$ cat src/rtl/dec3to8_seq.sv
// Buffered 3-to-8 decoder: accepted codes queue in a small FIFO and each is
// presented as a one-hot value on o for HOLD_CYCLES clock cycles.
module dec3to8_seq #(
  parameter int HOLD_CYCLES = 4,
  parameter int FIFO_DEPTH  = 4
) (
  input  logic       clk,
  input  logic       rst_n,
  input  logic       in_valid,
  input  logic [2:0] in_code,
  output logic       in_ready,
  input  logic       flush,
  output logic [7:0] o,
  output logic       o_valid,
  output logic       done,
  output logic [7:0] count,
  output logic       busy
);

  localparam int         AW        = $clog2(FIFO_DEPTH);
  localparam logic [7:0] HOLD_LOAD = 8'(HOLD_CYCLES - 1);
  localparam logic [AW:0] PTR_ONE  = (AW + 1)'(1);
  localparam logic [AW:0] DEPTH_W  = (AW + 1)'(FIFO_DEPTH);

  typedef enum logic {IDLE, HOLD} state_t;

  state_t      r_state;
  logic [7:0]  r_hold_cnt;
  logic [7:0]  r_o;
  logic [7:0]  r_count;
  logic [AW:0] r_wr_ptr;
  logic [AW:0] r_rd_ptr;
  logic [2:0]  r_mem [FIFO_DEPTH];

  logic        w_empty;
  logic        w_full;
  logic        w_last;
  logic        w_push;
  logic        w_pop;
  logic [2:0]  w_head;

  // Pointers carry one extra wrap bit so full and empty are distinguishable.
  assign w_empty = (r_wr_ptr == r_rd_ptr);
  assign w_full  = ((r_wr_ptr - r_rd_ptr) == DEPTH_W);
  assign w_last  = (r_state == HOLD) && (r_hold_cnt == 8'd0);
  assign w_push  = in_valid && !w_full;
  assign w_pop   = !w_empty && ((r_state == IDLE) || w_last);
  assign w_head  = r_mem[r_rd_ptr[AW-1:0]];

  assign in_ready = !w_full;
  assign o        = r_o;
  assign o_valid  = (r_state == HOLD);
  assign done     = w_last;
  assign count    = r_count;
  assign busy     = (r_state == HOLD) || !w_empty;

  always_ff @(posedge clk) begin
    if (w_push && !flush) begin
      r_mem[r_wr_ptr[AW-1:0]] <= in_code;
    end
  end

  always_ff @(posedge clk or negedge rst_n) begin
    if (!rst_n) begin
      r_state    <= IDLE;
      r_hold_cnt <= 8'd0;
      r_o        <= 8'd0;
      r_count    <= 8'd0;
      r_wr_ptr   <= '0;
      r_rd_ptr   <= '0;
    end else if (flush) begin
      r_state    <= IDLE;
      r_hold_cnt <= 8'd0;
      r_o        <= 8'd0;
      r_wr_ptr   <= '0;
      r_rd_ptr   <= '0;
    end else begin
      if (w_push) begin
        r_wr_ptr <= r_wr_ptr + PTR_ONE;
      end
      if (w_pop) begin
        r_rd_ptr <= r_rd_ptr + PTR_ONE;
      end
      case (r_state)
        IDLE: begin
          if (w_pop) begin
            r_state    <= HOLD;
            r_o        <= 8'd1 << w_head;
            r_hold_cnt <= HOLD_LOAD;
          end
        end
        HOLD: begin
          if (r_hold_cnt != 8'd0) begin
            r_hold_cnt <= r_hold_cnt - 8'd1;
          end else begin
            r_count <= r_count + 8'd1;
            // Next queued code loads on the same edge so o never gaps.
            if (w_pop) begin
              r_o        <= 8'd1 << w_head;
              r_hold_cnt <= HOLD_LOAD;
            end else begin
              r_state <= IDLE;
              r_o     <= 8'd0;
            end
          end
        end
        default: begin
          r_state <= IDLE;
          r_o     <= 8'd0;
        end
      endcase
    end
  end

endmodule
$ cat config.mk
export PLATFORM = sky130hd
export DESIGN_NAME = dec3to8_seq
export DESIGN_NICKNAME = d
export VERILOG_FILES = /design/src/rtl/dec3to8_seq.sv
export SDC_FILE = /design/constraint.sdc
export NUM_CORES = 1
export LEC_CHECK = 0
export CORE_MARGIN = 8
export CORE_UTILIZATION = 54
export DETAILED_ROUTE_END_ITERATION = 8
export HOLD_SLACK_MARGIN = 0.08
export PLACE_DENSITY = 0.75
export SYNTH_ARGS = -nofsm -noshare
export SYNTH_HDL_FRONTEND = slang
export SYNTH_SLANG_ARGS = --single-unit
$ cat constraint.sdc
create_clock -name clk -period 2.73 [get_ports clk]
set_input_delay 0.4095 -clock clk [delete_from_list [all_inputs] [get_ports clk]]
set_output_delay 0.4095 -clock clk [all_outputs]
set_load 0.05 [all_outputs]
==> summary.txt <==
Figures from the implementation reports.

- The cell sitting at the root of the clock tree is a sky130_fd_sc_hd__clkbuf_8.
- Per the finish-stage timing summary, setup violations number 0.
- The number of antenna repair diodes reads 0.
- The flow reported a cell area power density of 1010 nW/um^2.
- The largest fanout on the critical path reads 6.
- Entering global routing, the biggest net connects 32 pins.
- According to the floorplan report, the placeable core area is 3690 sq um.
- The synthesized-area fraction occupied by xor and xnor cells is 0.0462.
- The starting density of the core is 0.566.
- Summed over all failing endpoints, the final setup total negative slack is 0 ns.
- The most repeated cell in the gate-level netlist after synthesis reads sky130_fd_sc_hd__dfrtp_1.
- The flow ran to the end, and the final reports show no timing, DRC or antenna violations.
- The startpoint of the most critical register-to-register path reads r_hold_cnt[0].
- The synthesis report lists the most area-consuming cells as sky130_fd_sc_hd__dfrtp_1, sky130_fd_sc_hd__edfxtp_1, sky130_fd_sc_hd__ha_1.
- The count of clock tree sinks is 43.
- The post-synthesis compound-gate area fraction is 0.106.
- The placed instances occupy a cell area of 2430 sq um.
- The async set or reset register ratio after synthesis is 0.721.
- The number of different library cells used by synthesis comes to 42.
- The post-synth net total is 191.
- The detail route stage leaves a number of antenna-violating nets equal to 0.
- The instance count along the most critical hold path is 1.
- Counting the fill cells in the layout gives 280.
- For reference, the final report shows the max-slew violation count at 0.
- For this run, design rule violations remaining after detail routing come to 0.
- The final design instance area without fill reads 2520 sq um.
- The violation tally recorded at the end of detailed-routing iteration 0 is 103.
- The synthesis-stage register bit count is 43.
- The source of the worst hold timing path is count[7].
- The number of antenna violations at the first check in global routing is 0.
- The average footprint of a synthesized cell is 11.9 sq um.
- The global-route wire length before repair is 7060 microns.
- Among all flip-flop cells after synthesis, the most frequent one is sky130_fd_sc_hd__dfrtp_1.
- Of the cells placed in the final design, the portion with a size suffix greater than 1 is 0.139.
- From left edge to right edge, the die measures 78.2 microns.
[layout make-up]
cell class	instances	area share
Multi-Input combinational cell	118	0.356
Sequential cell	43	0.451
Timing Repair Buffer	30	0.119
Clock buffer	5	0.0273
Tap cell	48	0.0238
Clock inverter	3	0.00794
Inverter	10	0.0149
[critical path, cell delays in order (launching register included)]
cell and delay [ns]:
sky130_fd_sc_hd__dfrtp_1 0.44, sky130_fd_sc_hd__inv_1 0.08, sky130_fd_sc_hd__ha_1 0.25, sky130_fd_sc_hd__or3b_2 0.53
sky130_fd_sc_hd__nor3_1 0.30, sky130_fd_sc_hd__buf_12 0.19
[cell usage in the layout (no fill, tap or decap), types with 4 or more instances in the layout]
master,synthesis,layout
sky130_fd_sc_hd__nand3_1,9,9
sky130_fd_sc_hd__xnor2_1,8,8
sky130_fd_sc_hd__buf_4,0,5
sky130_fd_sc_hd__mux2_2,4,4
sky130_fd_sc_hd__nand4_1,5,5
sky130_fd_sc_hd__inv_1,10,10
sky130_fd_sc_hd__and3_1,6,6
sky130_fd_sc_hd__dfrtp_1,31,31
sky130_fd_sc_hd__o2bb2ai_1,4,4
sky130_fd_sc_hd__edfxtp_1,12,12
sky130_fd_sc_hd__clkbuf_8,0,5
sky130_fd_sc_hd__nand2_1,12,12
sky130_fd_sc_hd__ha_1,9,9
sky130_fd_sc_hd__a21oi_1,10,10
sky130_fd_sc_hd__clkdlybuf4s50_1,0,23
sky130_fd_sc_hd__nor2_1,5,5
sky130_fd_sc_hd__nor3_1,4,4
[routing by layer]
layer / vias up / wire, microns / GRT usage / part of all wire
li1: 717 / - / - / -
met1: 734 / 1860 / 0.165 / 0.43
met2: 35 / 2220 / 0.249 / 0.52
met3: 4 / 198 / 0.0421 / 0.046
met4: 0 / 31 / 0.0426 / 0.0072
met5: - / 0 / 0 / 0
[worst max path at each step]
stage | endpoint | slack, ns
floorplan | done | 0.07
finish | done | 0.26
CTS | in_ready | 0.09
global route | done | 0.13
global placement | in_ready | 0.47
detailed placement | in_ready | 0.42
[power by group through the flow]
| stage | Clock, mW | Sequential, mW | Combinational, mW |
|---|---|---|---|
| after floorplan | 0 | 1.09 | 0.676 |
| after global placement | 0 | 0.921 | 1.18 |
| after detailed placement | 0 | 0.933 | 1.22 |
| after CTS | 0.404 | 0.921 | 1.23 |
| after global routing | 0.426 | 0.944 | 1.31 |
| final | 0.396 | 0.923 | 1.22 |
[metrics by stage]
stage / worst slack [ns] / instances / hold WS (ns) / total power [mW]
floorplan: 0.0666 / 175 / 0.114 / 1.77
CTS: 0.0858 / 257 / 0.478 / 2.55
global placement: 0.471 / 249 / 0.462 / 2.10
global route: 0.134 / 257 / 0.499 / 2.68
detailed placement: 0.419 / 249 / 0.462 / 2.15
finish: 0.258 / 257 / 0.473 / 2.54
[flip-flops by register name, summed over array words and instances, names as in the netlist]
register,flops
o,8
o_valid,1
r_mem,12
r_wr_ptr,3
r_rd_ptr,3
count,8
r_hold_cnt,8
[repair_timing]
action | CTS | global route
hold buffers | 0 | 0
gates resized | 0 | 1
endpoints found under the setup margin | 0 | 1
### Routed clock nets over the placement

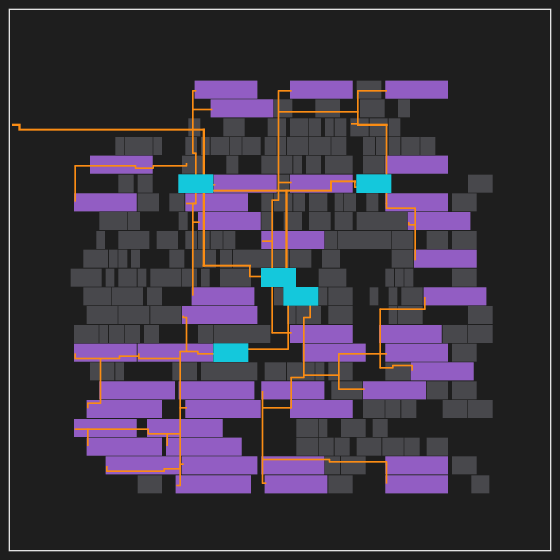
- clock wires: orange (length 471 microns)
- clock-net drivers: cyan (count 5)
- flip-flops: purple (count 43)
- routed clock nets: 6
skew final: 0.0102 ns
Clk pwr share: 0.156
Late-Pin Clk Latency: 0.29 ns
P_clk: 396 uW

### Sequential cells colored by netlist name

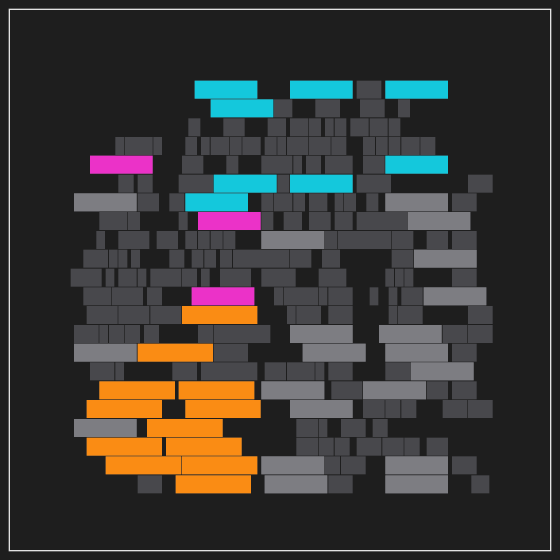
- r_mem: orange (sequential cells 12)
- r_hold_cnt: cyan (sequential cells 8; where north)
- r_rd_ptr: magenta (sequential cells 3)
- not colored: 20
Seq/total area: 0.451
storage element area: 1140 sq um
Seq power: 923 uW
final core area utilization: 0.683

### Track usage over the die

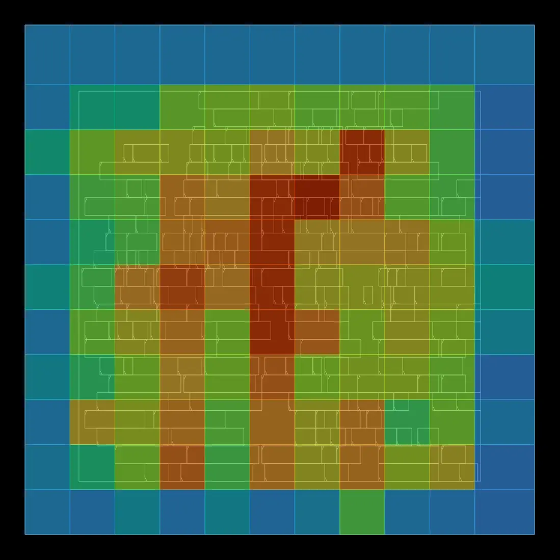
global routing's busiest layer: met2
global routing usage summed across all routing layers: 0.143
global routing met3 resource utilization: 0.0421

### I/O nets highlighted

Scale bar: 20 microns.
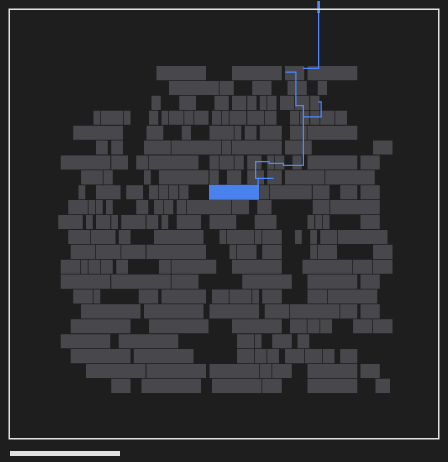
- o_valid: blue (bits 1; direction output; edge north; end cells 1; wire 57.2 microns)
number of buffers added on ports: 26
Boundary Pins: 27

Power is estimated from default activity; no workload was simulated.
